### src/rtl/regfile_ctx_engine.sv
`default_nettype none
// ============================================================================
// Module   : regfile_ctx_engine
// Purpose  : Context save/restore engine for a NUM_REGS x DATA_WIDTH register
//            file. Save drains every register, in index order, onto a
//            valid/ready output stream. Restore fills every register, in
//            index order, from a valid/ready input stream. While busy the
//            engine is the register file's only master.
// Ports    : clk, reset        - clock, synchronous active-high reset
//            start, mode       - begin operation (0 = save, 1 = restore)
//            abort             - terminate the current operation, no done
//            busy, done        - status; done is a one-cycle pulse
//            rf_readnum        - register-file read select (= idx)
//            rf_data_out       - register-file combinational read data
//            rf_writenum       - register-file write select (= idx)
//            rf_write          - register-file write enable
//            rf_data_in        - register-file write data (= in_data)
//            out_data, out_index, out_valid, out_ready - save stream
//            in_data, in_valid, in_ready               - restore stream
// Revision : 1.0 - initial release
// ============================================================================
module regfile_ctx_engine #(
  parameter  int DATA_WIDTH = 16,
  parameter  int NUM_REGS   = 8,
  localparam int IDX_W      = $clog2(NUM_REGS)
) (
  input  logic                  clk,
  input  logic                  reset,
  input  logic                  start,
  input  logic                  mode,
  input  logic                  abort,
  output logic                  busy,
  output logic                  done,
  output logic [IDX_W-1:0]      rf_readnum,
  input  logic [DATA_WIDTH-1:0] rf_data_out,
  output logic [IDX_W-1:0]      rf_writenum,
  output logic                  rf_write,
  output logic [DATA_WIDTH-1:0] rf_data_in,
  output logic [DATA_WIDTH-1:0] out_data,
  output logic [IDX_W-1:0]      out_index,
  output logic                  out_valid,
  input  logic                  out_ready,
  input  logic [DATA_WIDTH-1:0] in_data,
  input  logic                  in_valid,
  output logic                  in_ready
);

  typedef enum logic [2:0] {
    S_IDLE    = 3'd0,
    S_SAVE_LD = 3'd1,
    S_SAVE_TX = 3'd2,
    S_RESTORE = 3'd3,
    S_DONE    = 3'd4
  } state_t;

  localparam logic [IDX_W-1:0] LAST_IDX = IDX_W'(NUM_REGS - 1);

  state_t           state;
  logic [IDX_W-1:0] idx;
  logic             last;

  assign last = (idx == LAST_IDX);

  // Status flags decode directly from the state register, so they are glitch
  // free and change only on clock edges.
  assign busy = (state == S_SAVE_LD) || (state == S_SAVE_TX) || (state == S_RESTORE);
  assign done = (state == S_DONE);

  // One index serves both directions; the register file sees it on both
  // selects at all times.
  assign rf_readnum  = idx;
  assign rf_writenum = idx;
  assign rf_data_in  = in_data;

  // abort gates in_ready combinationally so the register file is never
  // written in the cycle an operation is being torn down.
  assign in_ready = (state == S_RESTORE) && !abort;
  assign rf_write = in_valid && in_ready;

  always_ff @(posedge clk) begin
    if (reset) begin
      state     <= S_IDLE;
      idx       <= '0;
      out_data  <= '0;
      out_index <= '0;
      out_valid <= 1'b0;
    end else begin
      case (state)
        S_IDLE: begin
          if (start) begin
            idx   <= '0;
            state <= mode ? S_RESTORE : S_SAVE_LD;
          end
        end

        S_SAVE_LD: begin
          if (abort) begin
            state     <= S_IDLE;
            idx       <= '0;
            out_valid <= 1'b0;
          end else begin
            out_data  <= rf_data_out;
            out_index <= idx;
            out_valid <= 1'b1;
            state     <= S_SAVE_TX;
          end
        end

        S_SAVE_TX: begin
          // A beat accepted in the abort cycle has already been delivered,
          // so abort simply takes precedence over the normal advance.
          if (abort) begin
            state     <= S_IDLE;
            idx       <= '0;
            out_valid <= 1'b0;
          end else if (out_ready) begin
            out_valid <= 1'b0;
            if (last) begin
              state <= S_DONE;
            end else begin
              idx   <= idx + 1'b1;
              state <= S_SAVE_LD;
            end
          end
        end

        S_RESTORE: begin
          if (abort) begin
            state     <= S_IDLE;
            idx       <= '0;
            out_valid <= 1'b0;
          end else if (in_valid) begin
            // Handshake: the register file captures in_data on this edge.
            if (last) begin
              state <= S_DONE;
            end else begin
              idx <= idx + 1'b1;
            end
          end
        end

        S_DONE: begin
          state <= S_IDLE;
        end

        default: begin
          state <= S_IDLE;
        end
      endcase
    end
  end

endmodule
`default_nettype wire

### config.mk
export PLATFORM = sky130hd
export DESIGN_NAME = regfile_ctx_engine
export DESIGN_NICKNAME = d
export VERILOG_FILES = /design/src/rtl/regfile_ctx_engine.sv
export SDC_FILE = /design/constraint.sdc
export NUM_CORES = 1
export LEC_CHECK = 0
export CORE_ASPECT_RATIO = 1.5
export CORE_MARGIN = 3
export CORE_UTILIZATION = 35
export CTS_CLUSTER_DIAMETER = 200
export CTS_CLUSTER_SIZE = 40
export DETAILED_ROUTE_END_ITERATION = 10
export PLACE_DENSITY = 0.89
export SLEW_MARGIN = 20
export SYNTH_ARGS = -nofsm -noshare
export SYNTH_HDL_FRONTEND = slang
export SYNTH_SLANG_ARGS = --single-unit
export TNS_END_PERCENT = 10
### constraint.sdc
create_clock -name clk -period 1.8 [get_ports clk]
set_input_delay 0.36 -clock clk [delete_from_list [all_inputs] [get_ports clk]]
set_output_delay 0.36 -clock clk [all_outputs]
set_load 0.03 [all_outputs]
==> run notes, run 1 <==
Per the detail_route log, the uppermost layer with routed signals is met4. With the number of buffers added to fix hold violations after cts at 0, the maximum cell stage delay along the critical path is 0.34 ns. The multiplexer fraction of the synthesized cell area was 3.52%. Number of cells on the critical path: 4. The slowest stage of the critical path is the sky130_fd_sc_hd__and4bb_4 cell. The global route stage reports its total congestion overflow as 0. In this run the worst path has a maximum fanout of 7. The worst path uses 95.8% of the clock period. Per the layout area report, the combinational fraction of cell area is 30.9%. Most area-hungry cell class in the final design: non-clock buffers. Across all stage logs, warnings added up to 26.

The worst slack at placement is -0.0403 ns. In the final report, the number of endpoints failing setup comes to 0. Checking hold timing, the worst path is listed with class reg -> reg. The clock passes through at most 2 buffers. After floorplanning, the core was sized to cover 0.00345 mm2. With the area of the multi-input gates at 568 um2, the first-pass GRT wire length is 4.82 mm. The detail-routed net length per standard cell works out to 12.4 um. Once routing completed, OpenROAD measured the worst setup slack at 0.0754 ns. A synthesized cell averages 8.31 um2. The detailed router reports a met2 wire length of 1.56 mm.

The worst path in the final design needs a cycle of 1.72 ns, including I/O delays and setup. The layout has 63 buffers outside the clock class. The internal power contribution was 0.00109 W; the proportion of final cell area spent on non-clock buffers was 33.8%. met2 is the most crowded layer. The most critical hold endpoint after final layout shows a slack of 0.456 ns. The timing report shows the most common cell along the critical path to be sky130_fd_sc_hd__buf_4.

The run gives 0 for the initial antenna violation count. According to the floorplan report, the die height is 80.1 um. Per the synth log, the flip-flop and latch total comes to 26. The tree is rooted in a sky130_fd_sc_hd__clkbuf_8. The final hold violation count recorded for this run is 0. The run gives 0.000407 W as the switching power summed over all nets.

Setup repair after global routing left no endpoint under its margin. The count of buffers added on input and output ports is 52. Per the final report, max-transition violations number 0. With the floorplan die width at 55.4 um, the wire length on met1 is 1.17 mm.

The net switching share of the total power is 27.1%. The fraction of final layout cells with drive strength greater than 1 came out at 12.8%. The tools report the normalized max-slew margin as 78.1%.

The layout report lists the clock-cell share of area as 3.88%. Power comes to 0.00150 W. After detailed routing, the total wire length is 2.95 mm. Looking at hold timing, the worst path starts from out_data[10]$_SDFFE_PP0P_.

Fraction of the mapped netlist area in compound gates: 12.7%. End point of the critical path: rf_write. Of the total synthesized cell area, the portion taken by AND, OR, NAND and NOR gates is 26.2%. For the utilization after layout, the log shows 53.3%.

The critical path class was reg -> out. The slew at the pin closest to its max-slew limit came out at 0.328 ns. According to the floorplan log, the row count is 26. Looking at the post-CTS report, the setup buffer insertion count equals 0. Per the synthesis report, the single largest cell type by area occupies 40.7% of cell area. Relative to the synthesized area, the layout overhead comes to 43.6%. The area fraction in xor and xnor cells was 0%; the via total after detailed routing was 1112. Number of vias per cell after detailed routing: 4.69.

The area of the chip came out at 0.00443 mm2. Grouping non-sequential cells by family puts the most area in simple AND/OR/NAND/NOR gates. Per the synthesis report, the number of distinct cell types is 31. sky130_fd_sc_hd__dfxtp_1 takes more of the synthesized area than any other cell. Per the detail_route report, DRC violations left total 0. Post-CTS repair ended up resizing 5 cells.

With fillers left out, the area of the finished cells amounts to 0.00184 mm2. Detailed placement ended at an HPWL of 2.24 mm. The reg-to-reg endpoint is rf_readnum[0]$_SDFFE_PP0P_. The iteration count recorded for the first detailed-route pass is 6. Sorting the synthesized cells by area gives the leading types as sky130_fd_sc_hd__dfxtp_1 (41%), sky130_fd_sc_hd__nand2_1 (13%), sky130_fd_sc_hd__buf_4 (11%). After synthesis, flip-flops and latches occupy 40.7% of the total area.

The tools report the kind of end point of the critical path as an output pin. The most instantiated flip-flop cell in the synthesis netlist was sky130_fd_sc_hd__dfxtp_1. The count of nets left with antenna violations once routing finished came out at 0. The warning tally printed by Yosys for this design is 0.

The total I/O pin count was 85. The tools report the start point of the critical path as state[2]$_SDFFE_PP0P_. The met3 demand-to-capacity share in global routing came out at 2.73%. The most common logic cells in the final layout are sky130_fd_sc_hd__nand2_1 (43), sky130_fd_sc_hd__clkdlybuf4s50_1 (43), sky130_fd_sc_hd__dfxtp_1 (26), sky130_fd_sc_hd__a21oi_1 (21), sky130_fd_sc_hd__buf_4 (11). The tools report the static power due to leakage as 0.737 nW. With the max capacitance violation total at 0, the met2 track demand over resource in global routing is 25.0%. With the inverter count at 1, the relative contribution of combinational cells to total power is 26.8%.

The data arrival time reported for the critical path is 1.36 ns. With the yosys stat chip area at 0.00128 mm2, the required time of the worst setup path is 1.44 ns. The repair_antennas step left the layout with diodes totalling 0.

Global routing consumed, on the met1 layer, 14.1% of the routing resources. The power report lists the sequential group at 0.000624 W. The signal on the critical path passes through buf_4, and4bb_4, and2_1, buf_4. For the worst flop-to-flop path, the logic depth is 6. The flow reports an fmax of 0.580 GHz. The detailed router reports a met3 wire length of 164 um.

The register with the most flip-flops in the layout has 16 of them. The run gives 42 for the count of inserted tapcells. The element type at the critical path start is a register.

The run gives 41.6% for the part of the total power dissipated in sequential elements. The run finished with clean final reports. Along the worst hold path, the cell count comes to 2. With the initial standard-cell utilization of the core at 37.1%, the post-synthesis cell count from yosys is 154. Counting flops per register, the top entry is out_data. Number of standard cells in the layout, taps in and fillers out: 237. The synthesized-area fraction occupied by adder cells was 1.96%; the global-route total usage across every layer was 13.1%.

After filler insertion, the fill cell instance count of the layout stands at 341. The synthesized instance count was 154; the count of library flops with an enable pin was 0. The via count of the first global-routing pass is 1052, and the violation count after the first detailed-route iteration is 24. Before any placement, the netlist area is recorded as 0.00128 mm2. Per the detailed placement report, the placed cell area equals 0.00177 mm2.

The run gives 28.3% for the fraction of area in registers. The peak supply drop came out at 612 uV. Grouping stages by cell kind, the critical path spends the most delay in simple AND/OR/NAND/NOR gates.
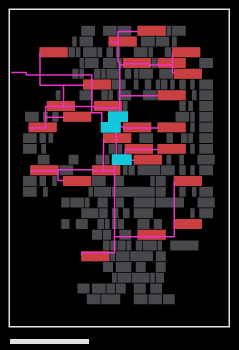
run_1/clock_map.png
Scale bar: 20 um.
clock wires -> magenta  # length 294 um
flip-flops -> red  # count 26
cells driving clock nets -> cyan  # count 3
routed clock nets = 4
power share of the clock group: 31.6%
power consumed by the clock network: 0.000475 W
post-route clock skew: 0.00314 ns
Clk Latency, worst-skew pair: 0.26 ns

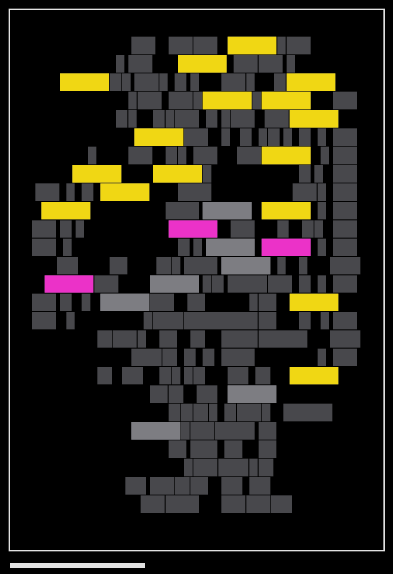
run_1/registers.png
Scale bar: 20 um. Other sequential cells in the stronger grey, the rest of the logic in the fainter grey.
`out_data` -> yellow  # sequential cells 16
`out_index` -> magenta  # sequential cells 3

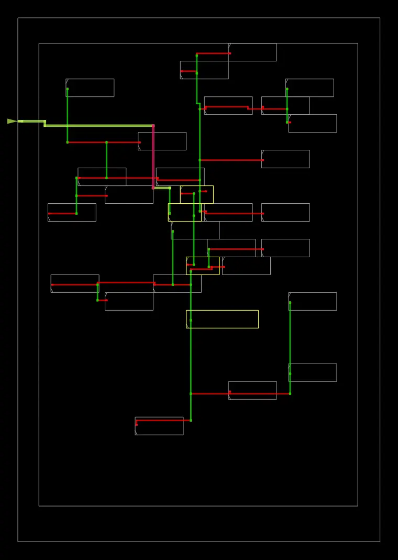
run_1/final_clocks.png
TritonCTS Buffers: 3
tally of clock buffers in the finished layout: 3
TritonCTS sink count: 26
layout sequential cell count: 26

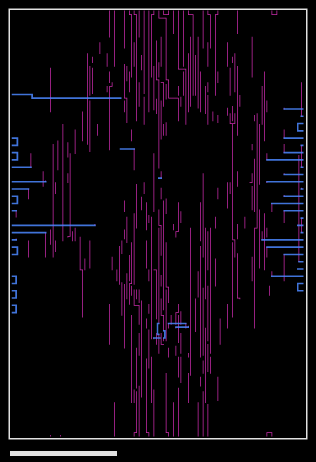
run_1/metal_stack.png
Scale bar: 20 um. Only two layers are drawn.
met2 -> magenta  # wire length 1560 um
met3 -> blue  # wire length 165 um

==> run 2, diff against run 1 <==
Settings changed: SKIP_LAST_GASP set to 1.
==> run 2 against run 1 <==
Effect of this change:
- the run now ends with setup timing left
- power grew 0.26%
- clock skew rose by 0.00082 ns
- global-route usage stayed put
- clock power hardly changed
- sequential power about the same
- first-iteration DRC count stayed put
- utilization grew 0.073 points
- via count is 0.72% lower
==> run notes, run 2 <==
The run finished, with violations left. The checks that failed: setup timing. Walking the worst path, the cells encountered are clkdlybuf4s50_1, and4bb_4, and2_1, buf_4. The register with the most flip-flops in the layout has 16 of them.

The area of the mapped netlist was 0.00128 mm2; the total of cells resized after clock tree synthesis was 1. Dividing the detail-routed wire length by the instance count gives 12.2 um. Per report_power, the clock group accounts for 31.5% of the total. Largest register by flop count: out_data. For reference, the top cells by area after synthesis are sky130_fd_sc_hd__dfxtp_1 (41%), sky130_fd_sc_hd__nand2_1 (13%), sky130_fd_sc_hd__buf_4 (11%). Per the post-route antenna check, the number of violating nets is 0. The most frequently used library cell after synthesis is sky130_fd_sc_hd__nand2_1.

The global placement routability congestion is 0.833. Cell class contributing the biggest share of worst-path delay: buffers and inverters. The part of the total power dissipated in sequential elements came out at 41.5%. The tools report the kind of end point of the critical path as an output pin.

Static timing analysis puts the maximum clock frequency at 0.544 GHz. Measured along the x axis, the die boundary spans 55.4 um. In the finished design, the share of the clock period the worst path needs comes to 102%. VDD sags by at most 609 uV.

The count of unresolved DRC violations after routing is 0, and the number of buffers added for setup after CTS is 0. Per the final report, the share of cell area in non-clock buffers is 33.9%. In this run the number of cells on the critical path is 4. The startpoint identified for the worst hold timing path is out_data[10]$_SDFFE_PP0P_. The run gives 27.0% as the relative contribution of combinational cells to total power. The run gives 0 as the final count of hold timing violations. Routed signal wires occupy layers up through met4. The final timing report counts setup violations totalling 3.

The number of hold buffers added after CTS was 0. The tools report the number of standard cells in the layout, taps in and fillers out as 237. Per the timing report, the most critical flop-to-flop path finishes at rf_readnum[0]$_SDFFE_PP0P_.

Summing all multi-input logic gate instances after layout gives 568 um2. The sink count of the clock tree was 26. Static power due to leakage: 0.698 nW. After synthesis the netlist holds a flip-flop and latch count of 26. The run gives 1104 as the via total after detailed routing. Summed over the clock group, the power is 0.000474 W. Setup repair after global routing could not meet its margin everywhere. According to the timing report, the arrival time at the worst endpoint equals 1.48 ns. The detailed router reports a met3 wire length of 149 um. Across all hold checks on the routed design, the worst slack comes to 0.456 ns.

Global routing consumed, on the met3 layer, 2.89% of the routing resources. The number of sequential cells reported for the layout is 26. The switching portion of total power comes to 26.9%. Maximum cell stage delay along the critical path: 0.45 ns. In this run the tightest slew margin relative to its limit is 78.1%.

The final layout report lists a filler cell count of 337. The count of cells along the worst register-to-register path came out at 6. With the internal power contribution at 0.00110 W, the power dissipated in sequential cells is 0.000624 W. With the antenna diode instance count at 0, the count of library flops with an enable pin is 0. The floorplan has 26 rows. With the max capacitance violation total at 0, the global-route congestion overflow total is 0.

For the count of synthesis-stage warnings from yosys, the log shows 0. The minimum setup slack in the final design is -0.0369 ns. The tools report the CTS root buffer as sky130_fd_sc_hd__clkbuf_8. The area of the chip was 0.00443 mm2; the instance area at placement was 0.00177 mm2. The most critical setup path has its startpoint at abort. STA classifies the critical path startpoint as an input pin. In the final layout, multi-input gates take up 30.9% of the cell area.

Leaving out fill and tap cells, the most frequent cells in the layout are sky130_fd_sc_hd__clkdlybuf4s50_1 (48), sky130_fd_sc_hd__nand2_1 (43), sky130_fd_sc_hd__dfxtp_1 (26), sky130_fd_sc_hd__a21oi_1 (21), sky130_fd_sc_hd__buf_4 (11). The run gives 4.82 mm as the first-pass GRT wire length. Layout clock buffer count: 3. The tools report the initial standard-cell utilization of the core as 37.1%. Fraction of final layout cells with drive strength greater than 1: 12.8%.

Of the combinational cells, the family taking the most area is simple AND/OR/NAND/NOR gates. Counting the buffers created by CTS gives 3. The worst hold path belongs to the class reg -> reg. At the worst endpoint, the required time is 1.44 ns. The region available for standard cell placement spans 0.00345 mm2.

Per Yosys stat, the portion of area used by sequential elements is 40.7%. The synthesized instance count was 154; the wire length on met1 was 1.17 mm. The critical path is of the in -> out type.

The critical path maximum fanout is 4. The multiplexer fraction of the synthesized cell area was 3.52%; the synthesized-area fraction occupied by adder cells was 1.96%. Wire segments on met2 add up to 1.51 mm in the final route.

The total iterations of the first detailed-routing run is 4. With the via count of the first global-routing pass at 1058, the area fraction in xor and xnor cells is 0%. The initial antenna violation count came out at 0. The count of tool warnings was 28.

The transition time recorded at the tightest slew-check pin is 0.328 ns. The run gives 52 for the port buffer count. The run gives 31 as the number of distinct library cells after synthesis. met2 track demand over resource after global routing is 24.6%. Standard cell with the maximum stage delay on the critical path: sky130_fd_sc_hd__clkdlybuf4s50_1. According to the I/O placement log, the pin count is 85. The layer with the highest usage is met2.

With the share of synthesized cell area in and, or, nand and nor gates at 26.2%, the final count of pins violating max slew is 0. Portion of synthesized cell area occupied by the leading cell type: 40.7%. Leaving out fill and tap cells, the most frequent cell in the layout is sky130_fd_sc_hd__clkdlybuf4s50_1. The most instantiated flip-flop cell in the synthesis netlist is sky130_fd_sc_hd__dfxtp_1. A synthesized cell averages 8.31 um2.

Summed over all nets, the half-perimeter wirelength after detailed placement is 2.24 mm. The synthesized design spends more area on one cell type than any other, namely sky130_fd_sc_hd__dfxtp_1. The global-route total usage across every layer was 13.1%; the violation count after the first detailed-route iteration was 24.

By area, the class that comes first in the final layout consists of non-clock buffers. For this block, the routed nets add up to 2.90 mm of wire. The maximum count of clock buffers along a single path was 2. Across the routed clock network, the largest skew measured is 0.00396 ns. The non-clock buffer instance count of the final layout is 63. Dividing the detail-routed via count by the number of cells gives 4.66. The run gives 154 as the post-synthesis cell count from yosys.
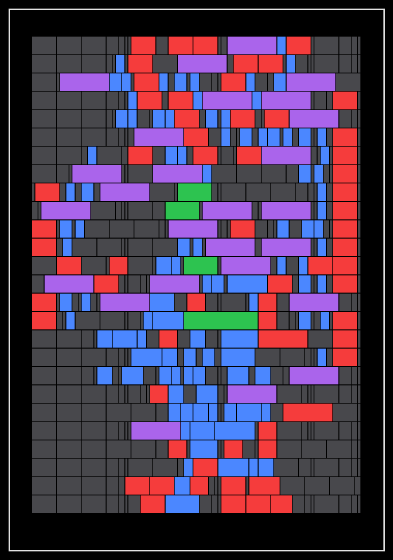
run_2/cell_classes.png
Fill, decap, tap and diode cells in grey.
flops -> purple  # cells 26, share of their area 29%
clock drivers and dummy loads -> green  # cells 4, share of their area 4.0%
other buffers and delay cells -> red  # cells 63, share of their area 35%
all other logic -> blue  # cells 102, share of their area 32%
Finished Core Util: 53.4%
post-route cell area: 0.00184 mm2

==> run 3, diff against run 2 <==
Settings changed: CORE_MARGIN 3 to 4.
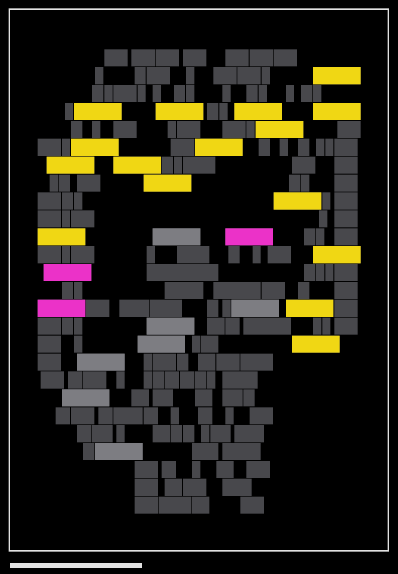
run_3/registers.png
Scale bar: 20 um. Other sequential cells in the stronger grey, the rest of the logic in the fainter grey.
`out_index` -> magenta  # sequential cells 3
`out_data` -> yellow  # sequential cells 16
not coloured = 7
register fraction of the total cell area: 28.5%
power in sequential cells: 0.000622 W
sequential cell area: 520 um2
Finished Core Util: 52.4%

==> run 3 against run 2 <==
Effect of this change:
- the flow still finishes with violations (setup timing)
- power fell by 0.29%
- synthesized cell count did not move
- non-clock buffer count fell by 2
- register-to-register slack barely moved
- fmax fell by 0.50%
- cell count fell by 0.84%
- critical endpoint unchanged
- largest cell class unchanged
- largest power group unchanged
==> run notes, run 3 <==
The area of the chip was 0.00471 mm2. The top logic cell family in the synthesized netlist is simple AND/OR/NAND/NOR gates. The flip-flop count of the largest register, all copies and words added is 16.

In the layout the commonest cells are sky130_fd_sc_hd__clkdlybuf4s50_1 (48), sky130_fd_sc_hd__nand2_1 (43), sky130_fd_sc_hd__dfxtp_1 (26), sky130_fd_sc_hd__a21oi_1 (21), sky130_fd_sc_hd__buf_4 (9). The antenna diode instance count came out at 0. The signal on the critical path passes through clkdlybuf4s50_1, and4bb_4, and2_1, buf_4. For the via count of the first global-routing pass, the log shows 1150. The signal arrival time at the worst endpoint was 1.49 ns; the routing usage on met1 was 13.6%.

The power consumed by the clock network is 0.000476 W, and the number of antenna-violating nets in the routed design is 0. The clock passes through at most 2 buffers. The run gives 1 for the final number of setup-violating endpoints. The path category of the worst min-delay check was reg -> reg. By instance count after routing, the leading logic cell type is sky130_fd_sc_hd__clkdlybuf4s50_1. Yosys reports a chip area of 0.00128 mm2. Counting endpoints that fail hold in the final report gives 0. Required time of the worst setup path: 1.44 ns. The synthesis report names the predominant flop master as sky130_fd_sc_hd__dfxtp_1. Setup repair after global routing could not meet its margin everywhere. Registers are responsible for 41.5% of the overall power.

Per the synthesis report, the adder-cell share of the synthesized area is 1.96%. The detailed router put a total of 1.21 mm of wire on met1. The combinational power reported by the tool is 0.000402 W. Using the TritonRoute via totals, the vias-per-cell ratio works out to 4.82. VDD sags by at most 552 uV.

The worst setup path is captured at an output pin. The finished layout holds 235 standard cells, fillers aside. The register bit total from synthesis was 26. After Yosys synthesis, AND-OR and OR-AND compound gates account for 12.7% of the synthesized area. The most frequently used cell type in the post-synthesis netlist is sky130_fd_sc_hd__nand2_1. The internal portion of the total power is 0.00110 W. The post-synth count of flops with an enable pin is 0. The biggest slice of the total power is consumed by registers. The total half-perimeter wirelength after legalization and detailed placement was 2.22 mm; the inverter count was 1.

Fraction of final layout cells with drive strength greater than 1: 11.9%. The run gives 1132 as the via total after detailed routing. Layer with the highest usage: met2. The run finished, with violations left. By area, non-clock buffers come first. After floorplanning, the core was divided into 26 placement rows. Yosys stat counts 154 cells in the synthesized netlist. The switching component of the power was reported as 0.000405 W. In this run the maximum-capacitance check reported violations numbering 0. The tools report the end point of the critical path as rf_write. Buffers inserted to repair hold after CTS numbered 0. The final layout contains 235 nets.

A synthesized cell averages 8.31 um2. In this run the standard cell core region covers 0.00348 mm2. The largest register by flop count is out_data.

The initial standard-cell utilization of the core was 36.8%; the count of unresolved DRC violations after routing was 0. The die is 82.1 um tall. Checking max transition, the worst relative margin is 73.6%. The top metal layer carrying routed signals is met4. In this run the cell area of the synthesized design comes to 0.00128 mm2.

For the sequential fraction of the synthesis area, the log shows 40.7%. Total power for the finished layout comes to 0.00150 W. The global-route total usage across every layer came out at 13.0%. The number of distinct library cells after synthesis is 31. By area the synthesized netlist is led by sky130_fd_sc_hd__dfxtp_1 (41%), sky130_fd_sc_hd__nand2_1 (13%), sky130_fd_sc_hd__buf_4 (11%). The tools report the relative contribution of combinational cells to total power as 26.8%.

Per the timing report, the achievable frequency comes out to 0.542 GHz. Looking at hold timing, the worst path starts from out_data[0]$_SDFFE_PP0P_. The final critical path time including I/O delays and setup works out to 1.85 ns. In this run the critical register-to-register path is captured at rf_readnum[0]$_SDFFE_PP0P_. For the worst flop-to-flop path, the logic depth is 6.

The multiplexer fraction of the synthesized cell area was 3.52%. The critical path class is in -> out. The slowest stage of the critical path belongs to the cell sky130_fd_sc_hd__clkdlybuf4s50_1. Detail-routed net length per standard cell: 12.8 um. Looking at the post-CTS report, the setup buffer insertion count equals 0.

The final layout report lists a filler cell count of 327. Measured on the final layout, buffering overhead outside the clock network stands at 33.4%. The tools report the cell area after layout as 0.00183 mm2. Detailed routing placed a total of 1.52 mm of wire on met2. Max fanout on the critical path was recorded as 4. With the first-pass GRT wire length at 4.90 mm, the number of sequential cells is 26. The plain and repair buffers instantiated in the layout total 61. Relative to the synthesized area, the layout overhead comes to 42.6%. The worst hold path was traced through 2 stages. Sorting the Yosys area breakdown by cell type puts at the top sky130_fd_sc_hd__dfxtp_1. The CTS root buffer is sky130_fd_sc_hd__clkbuf_8.

The instance area at placement is 0.00175 mm2, and the part of the cycle the worst path needs is 103%. The final reports fail on setup timing. The share of final layout cell area taken by clock buffers and inverters is 3.91%. Per the synthesis report, the simple-gate share of the synthesized area is 26.2%. The congestion estimate from routability-driven global placement came to 0.846. OpenSTA lists the critical path startpoint as abort. The design received a total of 42 well taps at floorplan. The tools report the element type at the critical path start as an input pin. The maximum cell stage delay along the critical path was 0.45 ns; the global-route congestion overflow total was 0.

The run gives 568 um2 for the area of the multi-input gates. Across all hold checks on the routed design, the worst slack comes to 0.456 ns. Synthesis produced a netlist whose cell count is 154.

In the global route stage, met2 resource usage came out at 23.8%. Looking at the max-slew report, the worst-margin pin has a slew of 0.394 ns. Per the synthesis report, the XOR/XNOR share of the synthesized area is 0%. Max-slew check failures listed in the final report amount to 0.

In the detailed route, the total length drawn on met3 is 205 um. The horizontal die dimension reported for this design is 57.4 um. The floorplan report gives the top-level pin count as 85. Per the detailed-route log, wirelength across all metal layers totals 3.00 mm. The number of cells on the critical path is 4, and the relative contribution of the clock network to total power is 31.7%. The logs give 0.00543 ns for the final worst clock skew and -0.0461 ns for the minimum setup slack in the final design. The total of cells resized after clock tree synthesis is 1, and the static power due to leakage is 0.692 nW. The count of synthesis-stage warnings from yosys was 0; the sink count of the clock tree was 26. The timing report attributes the biggest portion of critical-path delay to buffers and inverters. In this run, CTS created clock tree buffers numbering 3.

The script computed the net switching share of total power as 27.0%. Across the whole layout, multi-input logic makes up 31.1% of the cell area. Violation count after the first detailed-route iteration: 26.

For this run, the detailed router's first-pass iteration total came to 4. In the finished layout, the clock tree contains a buffer count of 3. The met3 demand-to-capacity share in global routing is 3.14%.

As logged by OpenROAD, the buffers inserted on ports number 52. The tools report the worst slack at placement as -0.0480 ns. As reported, the later end of the worst-skew pair has a clock insertion delay of 0.27 ns.

Across all stage logs, warnings added up to 28. Per the synthesis report, the single largest cell type by area occupies 40.7% of cell area.
Power figures rest on the tool's default switching activity, not on a simulated workload.
